`src/rtl/pc_sequencer.sv`:
```
// pc_sequencer
//   Program-counter sequencer for the MIPS core. Owns the PC register and
//   chooses the next PC from sequential, branch, jump and jr flow. Adds
//   N_IRQ edge-latched, maskable interrupt channels where the lowest index
//   wins, each with its own vector. Also provides a precise-exception vector,
//   an EPC capture register and a pipeline stall. PC[XLEN-1] is the
//   kernel-mode bit: interrupts are only taken while it is clear.
//
// Ports
//   clk        rising-edge clock
//   reset      asynchronous, active-high
//   stall      hold PC and EPC; suppress exception/interrupt entry
//   pc_src     00 pc+4, 01 branch, 10 jump, 11 jr
//   br_taken   branch condition (pc_src = 01 only)
//   br_off     sign-extended word offset
//   jump_idx   instr[25:0]
//   jr_target  register-sourced target
//   exc        current instruction raises an exception
//   irq        raw interrupt lines (level)
//   irq_mask   1 = channel enabled
//   pc         current PC
//   pc_plus4   pc + 4 (wraps)
//   kernel     pc[XLEN-1]
//   epc        return address of the last trap
//   trap       one-cycle pulse aligned with the vector PC
//   irq_id     channel taken; valid with trap when the entry was an IRQ
//   irq_ack    one-hot pulse; clears the taken channel's pending flag
//   pending    latched pending flags
module pc_sequencer #(
   parameter int unsigned     XLEN       = 32,
   parameter int unsigned     N_IRQ      = 4,
   parameter logic [XLEN-1:0] RESET_PC   = 'h0000_0000,
   parameter logic [XLEN-1:0] IRQ_BASE   = 'h8000_0004,
   parameter int unsigned     VEC_STRIDE = 8,
   parameter logic [XLEN-1:0] EXC_VEC    = 'h8000_0008,
   localparam int unsigned    ID_W       = (N_IRQ > 1) ? $clog2(N_IRQ) : 1
) (
   input  logic             clk,
   input  logic             reset,
   input  logic             stall,
   input  logic [1:0]       pc_src,
   input  logic             br_taken,
   input  logic [XLEN-1:0]  br_off,
   input  logic [25:0]      jump_idx,
   input  logic [XLEN-1:0]  jr_target,
   input  logic             exc,
   input  logic [N_IRQ-1:0] irq,
   input  logic [N_IRQ-1:0] irq_mask,
   output logic [XLEN-1:0]  pc,
   output logic [XLEN-1:0]  pc_plus4,
   output logic             kernel,
   output logic [XLEN-1:0]  epc,
   output logic             trap,
   output logic [ID_W-1:0]  irq_id,
   output logic [N_IRQ-1:0] irq_ack,
   output logic [N_IRQ-1:0] pending
);

   // Which source feeds the PC register this cycle, in priority order.
   typedef enum logic [1:0] {
      SEL_HOLD,
      SEL_EXC,
      SEL_IRQ,
      SEL_FLOW
   } pc_sel_e;

   pc_sel_e          sel;
   logic [N_IRQ-1:0] irq_prev;
   logic [N_IRQ-1:0] eligible;
   logic             irq_any;
   logic [ID_W-1:0]  take_id;
   logic [XLEN-1:0]  flow_pc;
   logic [XLEN-1:0]  pc_next;
   logic [XLEN-1:0]  epc_next;
   logic             trap_next;
   logic [N_IRQ-1:0] ack_next;
   logic [ID_W-1:0]  id_next;

   assign pc_plus4 = pc + XLEN'(4);
   assign kernel   = pc[XLEN-1];
   assign eligible = pending & irq_mask;
   assign irq_any  = |eligible;

   // Lowest-index eligible channel. Scanning downward lets the last hit win.
   always_comb begin
      // NOTE: every combinational output gets a default first so no path
      // leaves it unassigned, which would infer a latch.
      take_id = '0;
      for (int i = N_IRQ - 1; i >= 0; i--) begin
         if (eligible[i]) take_id = ID_W'(i);
      end
   end

   // Ordinary control flow: sequential, branch, jump, jr.
   always_comb begin
      flow_pc = pc_plus4;
      case (pc_src)
         2'b00: flow_pc = pc_plus4;
         2'b01: flow_pc = br_taken ? (pc_plus4 + (br_off << 2)) : pc_plus4;
         2'b10: flow_pc = {pc_plus4[XLEN-1:28], jump_idx, 2'b00};
         2'b11: flow_pc = jr_target;
      endcase
   end

   // Select the source. A stall defers any trap completely, so nothing
   // (PC, EPC, trap, ack) is committed until the pipeline moves again.
   always_comb begin
      sel = SEL_FLOW;
      if (stall)                  sel = SEL_HOLD;
      else if (exc)               sel = SEL_EXC;
      else if (!kernel && irq_any) sel = SEL_IRQ;
   end

   always_comb begin
      pc_next   = flow_pc;
      epc_next  = epc;
      trap_next = 1'b0;
      ack_next  = '0;
      id_next   = irq_id;
      case (sel)
         SEL_HOLD: pc_next = pc;
         SEL_EXC: begin
            pc_next   = EXC_VEC;
            epc_next  = pc;
            trap_next = 1'b1;
         end
         SEL_IRQ: begin
            // The interrupted instruction has not executed; EPC points at it
            // so the handler's return re-executes it.
            pc_next   = IRQ_BASE + (XLEN'(take_id) * XLEN'(VEC_STRIDE));
            epc_next  = pc;
            trap_next = 1'b1;
            ack_next  = N_IRQ'(1) << take_id;
            id_next   = take_id;
         end
         SEL_FLOW: pc_next = flow_pc;
         default:  pc_next = flow_pc;
      endcase
   end

   always_ff @(posedge clk or posedge reset) begin
      if (reset) begin
         pc       <= RESET_PC;
         epc      <= '0;
         pending  <= '0;
         irq_prev <= '0;
         trap     <= 1'b0;
         irq_ack  <= '0;
         irq_id   <= '0;
      end else begin
         // NOTE: registers use non-blocking assignment so every flop samples
         // the pre-edge values of the others, independent of statement order.
         irq_prev <= irq;
         // Edge capture runs even while stalled. A fresh edge on a channel
         // being acknowledged in the same cycle keeps it pending.
         pending  <= (pending & ~irq_ack) | (irq & ~irq_prev);
         pc       <= pc_next;
         epc      <= epc_next;
         trap     <= trap_next;
         irq_ack  <= ack_next;
         irq_id   <= id_next;
      end
   end

endmodule

```
`config.mk`:
```
export PLATFORM = sky130hd
export DESIGN_NAME = pc_sequencer
export DESIGN_NICKNAME = d
export VERILOG_FILES = /design/src/rtl/pc_sequencer.sv
export SDC_FILE = /design/constraint.sdc
export NUM_CORES = 1
export LEC_CHECK = 0
export CAP_MARGIN = 20
export CORE_MARGIN = 4
export CORE_UTILIZATION = 30
export CTS_BUF_LIST = sky130_fd_sc_hd__clkbuf_2 sky130_fd_sc_hd__clkbuf_4 sky130_fd_sc_hd__clkbuf_8
export CTS_CLUSTER_DIAMETER = 100
export DETAILED_ROUTE_END_ITERATION = 6
export SLEW_MARGIN = 20
export SYNTH_ARGS = -nofsm -noshare
export SYNTH_HDL_FRONTEND = slang
export SYNTH_SLANG_ARGS = --single-unit
```
`constraint.sdc`:
```
create_clock -name clk -period 3.4 [get_ports clk]
set_input_delay 0.51 -clock clk [delete_from_list [all_inputs] [get_ports clk]]
set_output_delay 0.51 -clock clk [all_outputs]
set_load 0.02 [all_outputs]
```
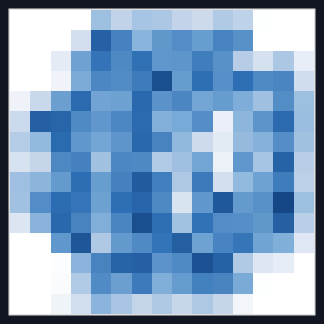
(run_1/density.png)
Drawn at 2 px/micron. 15 x 15 tiles, from white (low) to dark blue (high), 0 to 100% covered.
fullest tile: 91%
nearly empty tiles: 15%
emptiest ninth of the die: north-west
post-layout util: 51.6%
Initial Util: 30.6%

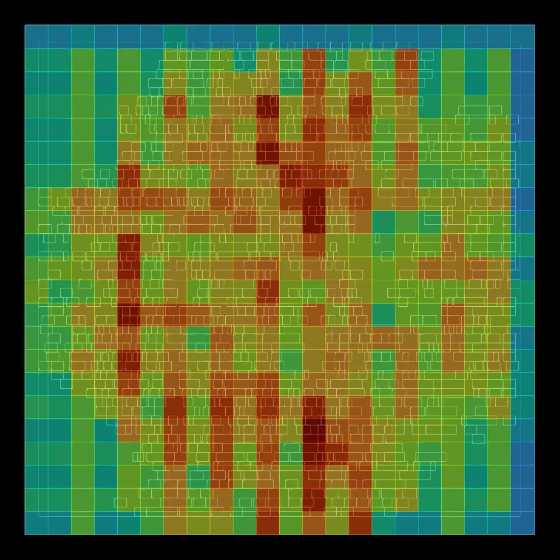
(run_1/final_congestion.png)
met1 Usage GRT: 29.0%
GRT busiest layer: met2

==> run summary, run 1 <==
Status = complete, but fails checks
Failing checks = negative setup slack
CP Max Fanout = 4
I/O Buffers = 210
Placed cell count = 1323
Filler Cell Count = 1966
Sum Neg Setup Slack = -0.673 ns
Final Non-Filler Cells = 1351
Yosys Instances = 730
Clock network power = 757 uW
Pin count of the biggest net entering global routing = 37
Initial DRC count = 406
Cell family contributing the most delay on the critical path = AND-OR/OR-AND gates
Vias in the first global route = 6892
WL per Instance = 18.7 microns
DP Worst Slack = -0.425 ns
Post-CTS resize count = 31
Setup slack after layout = -0.288 ns
Psw = 882 uW
Switching part of the total = 32.7%
Clock skew = 0.0131 ns
Die Y = 152 microns
Yosys aoi share = 22.8%
Top FF cell, synth = dfrtp_1
Simple-Gate Fraction of Synth Area = 18.5%
Startpoint types = flip-flop
EDFF count, synth = 0
Final GP Congestion = 0.905
Max-slew headroom = 49.2%
Final net count = 1216
Synth warn = 0
Router iterations before antenna repair = 5
Logic cell area = 4450 sq um
P_comb = 928 uW
Die Span X = 152 microns
Clock Path Buffers = 2
Count of tool warnings = 34
Top non-seq family = AND-OR/OR-AND gates
TritonCTS clock tree = yes
RSZ-0062 raised after global routing = true
Hold WC Path Type = reg -> reg
FMAX = 0.271 GHz
Comb pwr share = 34.4%
Core ar. = 20300 sq um
Design area = 10500 sq um
Syn Nets = 870
Clk sinks = 79
Post-synth ARST share = 100%
Slowest cell on the critical path = dfrtp_2
Tcrit/Tclk final = 108%
Pleak = 4.90 nW
Post-DP HPWL = 20300 microns
Latency at later pin = 0.38 ns
Total of max-cap violations = 0
Buf+Inv Stages, Crit Path = 3
Critical Setup Path Class = reg -> reg
Chip Area, Yosys = 6220 sq um
Seq pwr share = 37.6%
CP required = 3.70 ns
Hold Violations, Final = 0
Ratio of cells with drive above 1 in the final layout = 29.8%
Critical path endpoint category = flip-flop
Min cycle time layout = 3.69 ns
Adder-cell share of the synthesized area = 7.16%
First-pass GRT wire length = 38500 microns
Post-CTS Setup Inserts = 6
CTS Buf Count = 9
CP dominant cell by count = buf_4
CP Cell Sequence = and3_4 -> nand3_4 -> nor2_2 -> buf_4 -> xor2_1 -> ha_1 -> nand4_1 -> buf_4 -> nor2_2 -> a221oi_2 -> buf_4 -> and4_4 -> o311ai_4 -> o41ai_4 -> xnor2_2 -> a31o_1 -> o22ai_2
Number of H-tree levels = 3
Ports = 213
Worst vdd ir = 0.198 mV
Max incr delay on CP = 0.41 ns
Sequential standard cell area = 1990 sq um
Crit path arrival time = 3.99 ns
Clock share of power = 28.1%
Antenna Cells = 0
Area post-placement = 9860 sq um
Initial antenna violation count = 0
Cell Area, Synth = 6220 sq um
Final ANT Viol Nets = 0
Pwr dens = 257 nW/um^2
Via-per-instance ratio = 5.12
Syn-to-layout area delta = 68.6%
CTS Hold Buffers Added = 0
Measured slew at the worst slew-check pin = 0.759 ns
Post-synthesis xor/xnor area fraction = 6.34%
Area fraction in mux cells = 8.43%
Synthesized instance count = 730
CTS root buf = clkbuf_8
Core Rows = 52
Register area share after synthesis = 31.8%
Residual DRC = 0
Total GRT Usage = 21.0%
Flop+latch power = 1.01 mW
Mean post-synth cell area = 8.52 sq um
Cell Int Power = 1.82 mW
Tot Pwr = 2.70 mW
Top power group = registers
Yosys cell types = 69
Clock transition at path regs = 0.09 ns
Area of the die = 23100 sq um
Endpoints failing setup = 7
Flops & latches, synth = 79
Grt ovf = 0
Smallest hold slack = 0.411 ns
Final Max Tran Viols = 0
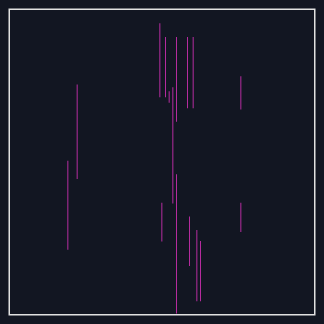
(run_1/met4.png)
Drawn at 2 px/micron.
wire length on this layer: 543 microns
longest straight run: 69.4 microns
share of all routed wire: 2.2%
main direction: vertical
final wirelength: 25300 microns
detailed-route via count: 6923

==> run 1: sequential cells by signal, indices dropped and copies added, names as in the netlist <==
name	count
epc	32
irq_ack	4
irq_id	2
irq_prev	4
pc	32
pending	4
trap	1
==> run 1: path summary, 6_finish.rpt <==
kind                                            start              endpoint  slack [ns]  depth (start not counted)
worst max-delay path                pc[2]$_DFFE_PP0P_    pc[31]$_DFFE_PP0P_       -0.29                         17
worst min-delay path            irq_prev[2]$_DFF_PP0_  pending[2]$_DFF_PP0_        0.41                          1
worst max register to register      pc[2]$_DFFE_PP0P_    pc[31]$_DFFE_PP0P_       -0.29                         17
worst min register to register  irq_prev[2]$_DFF_PP0_  pending[2]$_DFF_PP0_        0.41                          1
max in group asynchronous                       reset     pc[9]$_DFFE_PP0P_        2.20                          3
min in group asynchronous                       reset   epc[20]$_DFFE_PP0P_        0.52                          2
==> run 1: metal layers <==
metal / vias up / global-route usage (%) / share of wire [%]
li1: 3342 / - / -
met3: 34 / 3.78 / 5.8
met5: - / 0 / 0
met1: 3306 / 29.0 / 46
met4: 0 / 6.04 / 2.1
met2: 241 / 33.7 / 46
==> run 1: cell type report <==
cell class              instances  area share [%]
clock buffers                  11            1.38
clock inverters                 5           0.561
inverters                      33            1.19
multi-input cells             575            42.4
flip-flops and latches         79            19.0
well taps                     270            3.22
repair buffers                378            32.2
==> run 1: cell usage after synthesis (3+ instances only) <==
cell type | n | share of area [%]
nor2b_1 | 9 | 0.91
a311oi_1 | 3 | 0.42
inv_1 | 32 | 1.9
buf_1 | 3 | 0.18
nand2b_1 | 8 | 0.80
a21oi_1 | 53 | 4.3
nand4_1 | 10 | 1.0
a22o_1 | 11 | 1.5
nor4_1 | 3 | 0.30
o21a_1 | 4 | 0.48
o211ai_1 | 7 | 0.85
nand3_1 | 28 | 2.3
clkbuf_1 | 31 | 1.9
xor2_1 | 21 | 3.0
nor2_1 | 64 | 3.9
or3_1 | 3 | 0.30
o21bai_1 | 3 | 0.36
nor3_1 | 12 | 0.97
a21o_1 | 19 | 2.3
buf_4 | 3 | 0.36
a31oi_1 | 4 | 0.40
a221oi_1 | 3 | 0.42
and3_1 | 15 | 1.5
mux4_2 | 6 | 2.2
o31ai_1 | 7 | 0.85
o21ai_0 | 49 | 3.9
dfrtp_1 | 79 | 32
mux2i_1 | 4 | 0.64
buf_2 | 4 | 0.32
xnor2_1 | 24 | 3.4
o22ai_1 | 7 | 0.70
ha_1 | 34 | 6.8
nand2_1 | 75 | 4.5
a211oi_1 | 8 | 0.97
o221ai_1 | 5 | 0.70
mux2_2 | 31 | 5.6
a22oi_1 | 8 | 0.97
==> run 1: placed cells by master, fill, tap and decap left out, types with 8 or more instances in the layout <==
master,count
xnor2_1,12
a21oi_1,46
nand2_1,72
nand2b_1,8
a22o_1,11
nand3_1,22
ha_1,27
dfrtp_1,68
buf_4,165
a21oi_2,8
dfrtp_2,11
xnor2_2,10
nor2_1,58
mux2_2,31
o21ai_0,44
clkbuf_8,10
nor3_1,12
xor2_1,13
clkdlybuf4s50_1,201
nand4_1,10
and3_1,9
nor2b_1,9
inv_1,29
a21o_1,19
## Run 2: what changed since run 1
- CORE_UTILIZATION: 30 -> 43
- PLACE_DENSITY: default -> 0.79
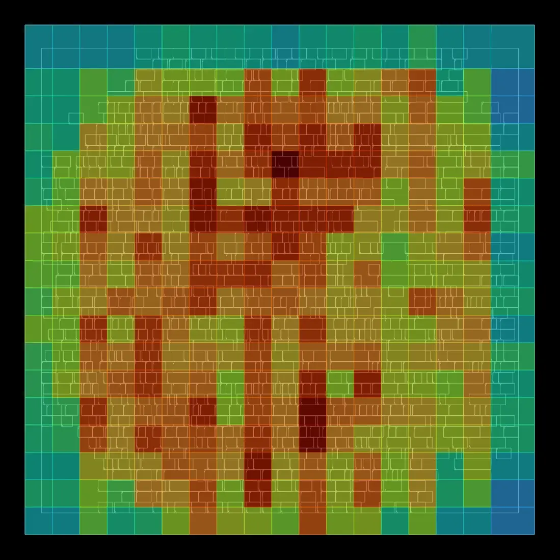
(run_2/final_congestion.png)
M2 GR Usage: 46.4%
post-layout util: 73.3%
met3 usage: 4.00%
WL per Instance: 19.6 microns
met1 Usage GRT: 38.9%

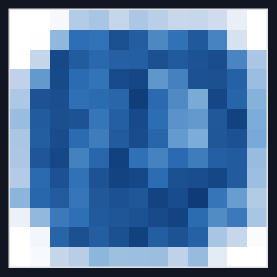
(run_2/density.png)
Drawn at 2 px/micron. 13 x 13 tiles, from white (low) to dark blue (high), 0 to 100% covered.
emptiest ninth of the die: north-west
mean over tiles: 61%
tiles over 75% full: 49%
fullest tile: 95%
nearly empty tiles: 6.5%
Initial Util: 44.3%
Core ar.: 14000 sq um

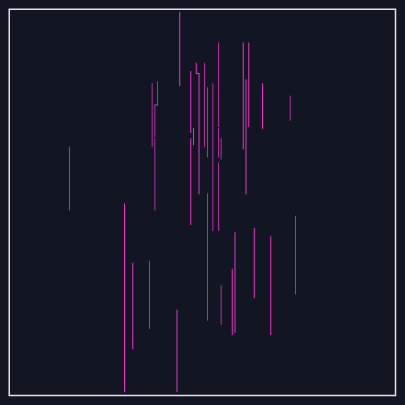
(run_2/met4.png)
Drawn at 3 px/micron.
nets with wire on the layer: 27
wire length on this layer: 832 microns
final wirelength: 24600 microns
detailed-route via count: 7261

==> run summary, run 2 <==
Critical Setup Path Class = reg -> reg
Cell count of the worst reg-to-reg path = 16 (-1)
Worst vdd ir = 0.236 mV (+19%)
Failing checks = negative setup slack
Flops & latches, synth = 79 (unchanged)
RSZ-0062 raised after global routing = true
Mean post-synth cell area = 8.52 sq um (unchanged)
FMAX = 0.269 GHz (-0.67%)
Smallest hold slack = 0.421 ns (+0.00984 ns)
Min cycle time layout = 3.71 ns (+0.0250 ns)
Hold_sp = irq_prev[0]$_DFF_PP0_
Ports = 213 (unchanged)
Grt ovf = 0 (unchanged)
Total of max-cap violations = 0 (unchanged)
Most frequent cells in the layout = 201 x clkdlybuf4s50_1, 156 x buf_4, 72 x nand2_1
Pin count of the biggest net entering global routing = 45 (+22%)
Final Max Tran Viols = 0 (unchanged)
CP Max Fanout = 4 (unchanged)
Placed cell count = 1225 (-7.4%)
Setup slack after layout = -0.313 ns (-0.0250 ns)
Ratio of cells with drive above 1 in the final layout = 28.6% (-1.2 points)
Die Span X = 128 microns (-16%)
Yosys Instances = 730 (unchanged)
Vias in the first global route = 6977 (+1.2%)
Via-per-instance ratio = 5.79 (+13%)
Largest regs = epc (32), pc (32)
Hold endpoint = pending[0]$_DFF_PP0_
List of most frequent post-synthesis cells = 79 x dfrtp_1, 75 x nand2_1, 64 x nor2_1, 53 x a21oi_1, 49 x o21ai_0
R2R Setup Slk = -0.31 ns (-0.03 ns)
Startpoint types = flip-flop
Biggest area cells = dfrtp_1 32%, ha_1 6.8%, mux2_2 5.6%
Die Y = 128 microns (-16%)
Clock Path Buffers = 2 (unchanged)
Sum Neg Setup Slack = -1.42 ns (-0.750 ns)
Final Non-Filler Cells = 1254 (-7.2%)
EDFF count, synth = 0 (unchanged)
Synth warn = 0 (unchanged)
Top cell excl fill/tap = clkdlybuf4s50_1
Chip Area, Yosys = 6220 sq um (unchanged)
Design area = 10300 sq um (-1.8%)
First-pass GRT wire length = 37100 microns (-3.7%)
Residual DRC = 0 (unchanged)
Total GRT Usage = 28.7% (+7.8 points)
Tcrit/Tclk final = 109% (+0.74 points)
Post-DP HPWL = 18800 microns (-7.0%)
Count of tool warnings = 34 (unchanged)
Final GP Congestion = 0.940 (+3.9%)
Hold path depth = 1 (unchanged)
CP required = 3.66 ns (-0.04 ns)
Top cell area share = 31.8% (unchanged)
Latency at later pin = 0.37 ns (about the same)
R2r startpoint = pc[2]$_DFFE_PP0P_
Crit path arrival time = 3.98 ns (about the same)
Final ANT Viol Nets = 0 (unchanged)
I/O Buffers = 210 (unchanged)
Synthesized instance count = 730 (unchanged)
Top FF cell, synth = dfrtp_1
Tot Pwr = 2.72 mW (+0.72%)
Endpoints failing setup = 11 (+4)
Clk sinks = 79 (unchanged)
Clock transition at path regs = 0.09 ns (about the same)
Syn-to-layout area delta = 65.6%
Critical path endpoint category = flip-flop
Initial antenna violation count = 0 (unchanged)
Reg-to-reg endpoint = pc[31]$_DFFE_PP0P_
Area of the die = 16400 sq um (-29%)
Hold Violations, Final = 0 (unchanged)
Post-synth ARST share = 100% (unchanged)
Core Rows = 43 (-17%)
Measured slew at the worst slew-check pin = 0.719 ns (-0.0405 ns)
TritonCTS clock tree = yes
Syn Nets = 870 (unchanged)
Status = complete, but fails checks
Number of H-tree levels = 3 (unchanged)
Cell Area, Synth = 6220 sq um (unchanged)
Initial DRC count = 650 (+60%)
Pleak = 4.88 nW (-0.42%)
Max-slew headroom = 52.1% (+2.9 points)
Pwr dens = 264 nW/um^2 (+2.5%)
Yosys cell types = 69 (unchanged)
Antenna Cells = 0 (unchanged)
Synth area leader = dfrtp_1
Clock skew = 0.0142 ns (+0.00105 ns)
Register area share after synthesis = 31.8% (unchanged)
DP Worst Slack = -0.376 ns (+0.0485 ns)
Hold WC Path Type = reg -> reg
CTS root buf = clkbuf_8
Most instantiated library cell after synthesis = dfrtp_1
Area post-placement = 9680 sq um (-1.8%)
Final net count = 1209 (-0.58%)
Router iterations before antenna repair = 7 (+2)
CTS Buf Count = 9 (unchanged)
==> run 2: critical path, cell delays in order (launching register included) <==
cell	delay, ns
dfrtp_2	0.41
ha_4	0.14
nand4_1	0.24
nor3_2	0.27
and2_4	0.20
buf_4	0.10
nand4_1	0.13
xnor2_2	0.27
ha_1	0.30
a21oi_1	0.20
and3_1	0.20
and4_4	0.26
o311ai_4	0.11
o41ai_4	0.24
xnor2_1	0.13
a311oi_1	0.28
o22ai_1	0.11
==> run 2: area by class of cell <==
cell class              instances  area, sq um
well taps                     180          225
repair buffers                371         3340
fillers                      1022         3740
clock inverters                 7         95.1
inverters                      33          125
flip-flops and latches         79         1990
clock buffers                   9          124
multi-input cells             575         4400
==> run 2: repair_timing <==
| action | CTS | global route |
|---|---|---|
| pin swaps | 26 | 25 |
| setup buffers | 5 | 9 |
| setup endpoints to repair | 21 | 30 |
| hold buffers | 0 | 0 |
| resized | 29 | 53 |
==> run 2: how the worst max path moves through the flow <==
stage                            from            endpoint  cells after the start
global route        pc[2]$_DFFE_PP0P_  pc[31]$_DFFE_PP0P_                     16
floorplan           pc[2]$_DFFE_PP0P_  pc[31]$_DFFE_PP0P_                     16
global placement    pc[3]$_DFFE_PP0P_  pc[20]$_DFFE_PP0P_                     16
CTS                 pc[3]$_DFFE_PP0P_  pc[31]$_DFFE_PP0P_                     15
detailed placement  pc[3]$_DFFE_PP0P_  pc[31]$_DFFE_PP0P_                     16
finish              pc[2]$_DFFE_PP0P_  pc[31]$_DFFE_PP0P_                     16
==> run 2: metal layers <==
metal  vias to the layer above  part of all wire (%)  track usage, %
met5                         -                     0               0
met4                         0                   3.4            11.3
met3                        73                   8.4            4.00
met2                       392                    47            46.4
met1                      3466                    41            38.9
li1                       3330                     -               -
==> run 2: cells by family after synthesis <==
group / share of synthesized area [%]
buffers and inverters: 4.99
flip-flops: 31.8
multiplexers: 8.43
XOR/XNOR: 6.34
AND/OR/NAND/NOR: 18.5
AND-OR/OR-AND: 22.8
adder cells (fa/ha/maj): 7.16
==> run 2: power breakdown <==
group,total [mW],switching [mW],leakage [nW],internal (mW)
Combinational,0.900,0.453,3.74,0.447
Sequential,1.02,0.0373,1.03,0.981
Clock,0.798,0.383,0.110,0.415
Total,2.72,0.874,4.88,1.84
## Run 3: what changed since run 2
- CELL_PAD_IN_SITES_DETAIL_PLACEMENT: default -> 0
- CELL_PAD_IN_SITES_GLOBAL_PLACEMENT: default -> 1
- CORE_UTILIZATION: 43 -> 31
- PLACE_DENSITY: 0.79 -> default
- PLACE_DENSITY_LB_ADDON: default -> 0.1
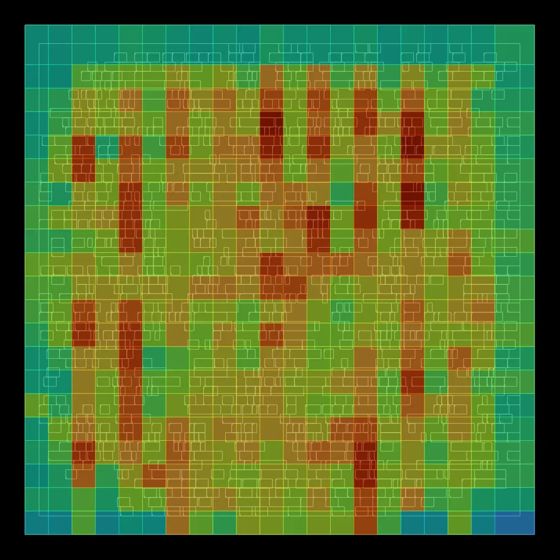
(run_3/final_congestion.png)
Total GRT Usage: 22.8%
met3 usage: 2.60%
WL per Instance: 19.5 microns
met1 Usage GRT: 31.6%
M2 GR Usage: 38.0%

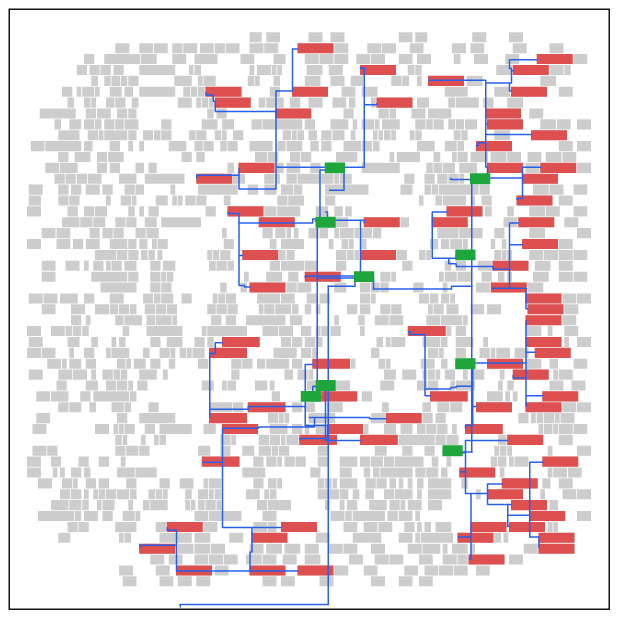
(run_3/clock_map.png)
Drawn at 4 px/micron.
legend:
  blue:
    item: clock wires
    length: 1210 microns
  green:
    item: cells driving clock nets
    count: 9
  red:
    item: flip-flops
    count: 79
routed clock nets: 10
clock share of power: 28.1%
clock skew: 0.0213 ns
clock network power: 760 uW

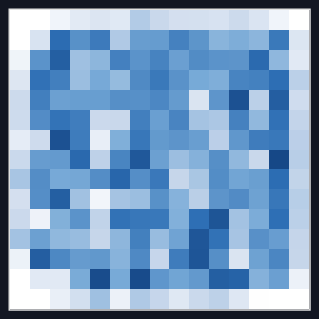
(run_3/density.png)
Drawn at 2 px/micron. 15 x 15 tiles, from white (low) to dark blue (high), 0 to 100% covered.
nearly empty tiles: 4.4%
mean over tiles: 46%
fullest tile: 91%
Initial Util: 31.7%
post-layout util: 54.2%

==> run summary, run 3 <==
CTS Buf Count = 9 (unchanged)
Post-synth ARST share = 100% (unchanged)
Clock transition at path regs = 0.08 ns (about the same)
Yosys Instances = 730 (unchanged)
Hold Violations, Final = 0 (unchanged)
Pin count of the biggest net entering global routing = 46 (+2.2%)
Pleak = 4.96 nW (+1.6%)
Number of H-tree levels = 3 (unchanged)
Die Y = 150 microns (+17%)
Top FF cell, synth = dfrtp_1
RSZ-0062 raised after global routing = true
Synth area leader = dfrtp_1
Via-per-instance ratio = 5.15 (-11%)
List of most frequent post-synthesis cells = 79 x dfrtp_1, 75 x nand2_1, 64 x nor2_1, 53 x a21oi_1, 49 x o21ai_0
Router iterations before antenna repair = 4 (-3)
DR top layer = met5
Flops & latches, synth = 79 (unchanged)
TritonCTS clock tree = yes
Critical Setup Path Class = reg -> reg
Hold endpoint = pending[1]$_DFF_PP0_
DP Worst Slack = -0.472 ns (-0.0952 ns)
Ratio of cells with drive above 1 in the final layout = 30.8% (+2.2 points)
R2r startpoint = pc[2]$_DFFE_PP0P_
Largest regs = epc (32), pc (32)
Grt ovf = 0 (unchanged)
CP Max Fanout = 4 (unchanged)
Design area = 10600 sq um (+3.2%)
Worst vdd ir = 0.126 mV (-47%)
Syn-to-layout area delta = 70.8%
Core Rows = 51 (+19%)
Area post-placement = 9910 sq um (+2.4%)
Status = complete, but fails checks
Sequential standard cell area = 1990 sq um (unchanged)
Total of max-cap violations = 0 (unchanged)
Failing checks = negative setup slack
Most frequent cells in the layout = 199 x clkdlybuf4s50_1, 173 x buf_4, 73 x nand2_1
Residual DRC = 0 (unchanged)
Filler Cell Count = 1822 (+78%)
DR WL met2 = 12600 microns (+8.4%)
EDFF count, synth = 0 (unchanged)
Endpoints failing setup = 9 (-2)
Count of tool warnings = 34 (unchanged)
Yosys cell types = 69 (unchanged)
Vias in the first global route = 6993 (+0.23%)
Final GP Congestion = 0.948 (+0.86%)
Hold_sp = irq_prev[1]$_DFF_PP0_
Syn Nets = 870 (unchanged)
Final Max Tran Viols = 0 (unchanged)
Chip Area, Yosys = 6220 sq um (unchanged)
Min cycle time layout = 3.77 ns (+0.0577 ns)
Die Span X = 150 microns (+17%)
Critical path endpoint category = flip-flop
Smallest hold slack = 0.428 ns (+0.00714 ns)
Measured slew at the worst slew-check pin = 0.782 ns (+0.0635 ns)
Post-DP HPWL = 21000 microns (+12%)
CP required = 3.63 ns (-0.03 ns)
Core ar. = 19600 sq um (+40%)
R2R Setup Slk = -0.37 ns (-0.06 ns)
Detailed-route via count = 6981 (-3.9%)
Clock Path Buffers = 2 (unchanged)
Reg-to-reg endpoint = pc[31]$_DFFE_PP0P_
WL met3 = 1550 microns (-25%)
I/O Buffers = 210 (unchanged)
Setup slack after layout = -0.370 ns (-0.0577 ns)
Initial antenna violation count = 1 (+1)
Pwr dens = 255 nW/um^2 (-3.3%)
Synthesized instance count = 730 (unchanged)
Top cell area share = 31.8% (unchanged)
run 3: cell type report:
cell class | count | share of cell area [%]
Sequential cell | 79 | 18.7
Multi-Input combinational cell | 575 | 42.5
Clock inverter | 4 | 0.506
Tap cell | 265 | 3.12
Inverter | 33 | 1.18
Clock buffer | 12 | 1.50
Timing Repair Buffer | 387 | 32.4
run 3: routing by layer:
| metal | track usage [%] | vias up |
|---|---|---|
| met4 | 5.86 | 2 |
| met1 | 31.6 | 3370 |
| li1 | - | 3354 |
| met2 | 38.0 | 235 |
| met3 | 2.60 | 20 |
| met5 | 0 | - |
run 3: worst max-delay path, cell delays in order, from the launching register on:
cell,delay (ns)
dfrtp_2,0.41
ha_4,0.14
nand4_1,0.16
buf_4,0.21
nor3_4,0.18
and2_4,0.19
buf_4,0.11
nand4_1,0.15
xnor2_2,0.32
buf_4,0.18
ha_4,0.20
nand3_1,0.10
and3_1,0.17
and4_4,0.25
o311ai_4,0.12
o41ai_4,0.26
xnor2_2,0.12
a311oi_2,0.27
o22ai_1,0.10
run 3: report_power, final:
part           internal (mW)  leakage [nW]  switching [mW]
Sequential             0.982          1.03          0.0361
Combinational          0.469          3.82           0.464
Clock                  0.389         0.102           0.371
run 3: worst max path at each step:
stage	end	cells past startpoint	slack [ns]	start
2_1_floorplan	pc[31]$_DFFE_PP0P_	16	-0.17	pc[2]$_DFFE_PP0P_
3_3_place_gp	pc[20]$_DFFE_PP0P_	17	-0.37	pc[2]$_DFFE_PP0P_
3_5_place_dp	pc[20]$_DFFE_PP0P_	17	-0.47	pc[2]$_DFFE_PP0P_
4_1_cts	pc[31]$_DFFE_PP0P_	17	-0.29	pc[2]$_DFFE_PP0P_
5_1_grt	pc[31]$_DFFE_PP0P_	18	-0.53	pc[2]$_DFFE_PP0P_
6_report	pc[31]$_DFFE_PP0P_	18	-0.37	pc[2]$_DFFE_PP0P_
run 3: timing repair:
action                                  CTS  global route
endpoints found under the setup margin   24            30
hold buffers                              0             0
gates resized                            34            58
pin swaps                                 7            40
setup buffers                             5            10
run 3: stage by stage:
step	std cells	power (mW)	setup TNS [ns]	utilization, %
after floorplan	730	1.47	-0.374	-
after global placement	1326	1.91	-3.17	50.6
after detailed placement	1326	1.93	-3.99	50.6
after CTS	1347	2.70	-1.97	52.4
after global routing	1355	2.84	-3.89	54.2
final	1355	2.71	-1.54	54.2
run 3: kinds of logic (layout without fill, tap and decap cells):
logic type               Yosys count  in the layout  synth area share, %
AND-OR/OR-AND                    212            212                 22.8
XOR/XNOR                          45             45                 6.34
adder cells (fa/ha/maj)           35             35                 7.16
buffers and inverters             76            436                 4.99
flip-flops                        79             79                 31.8
multiplexers                      41             41                 8.43
AND/OR/NAND/NOR                  242            242                 18.5
No activity file was given, so power comes from the tool's default toggle rates.
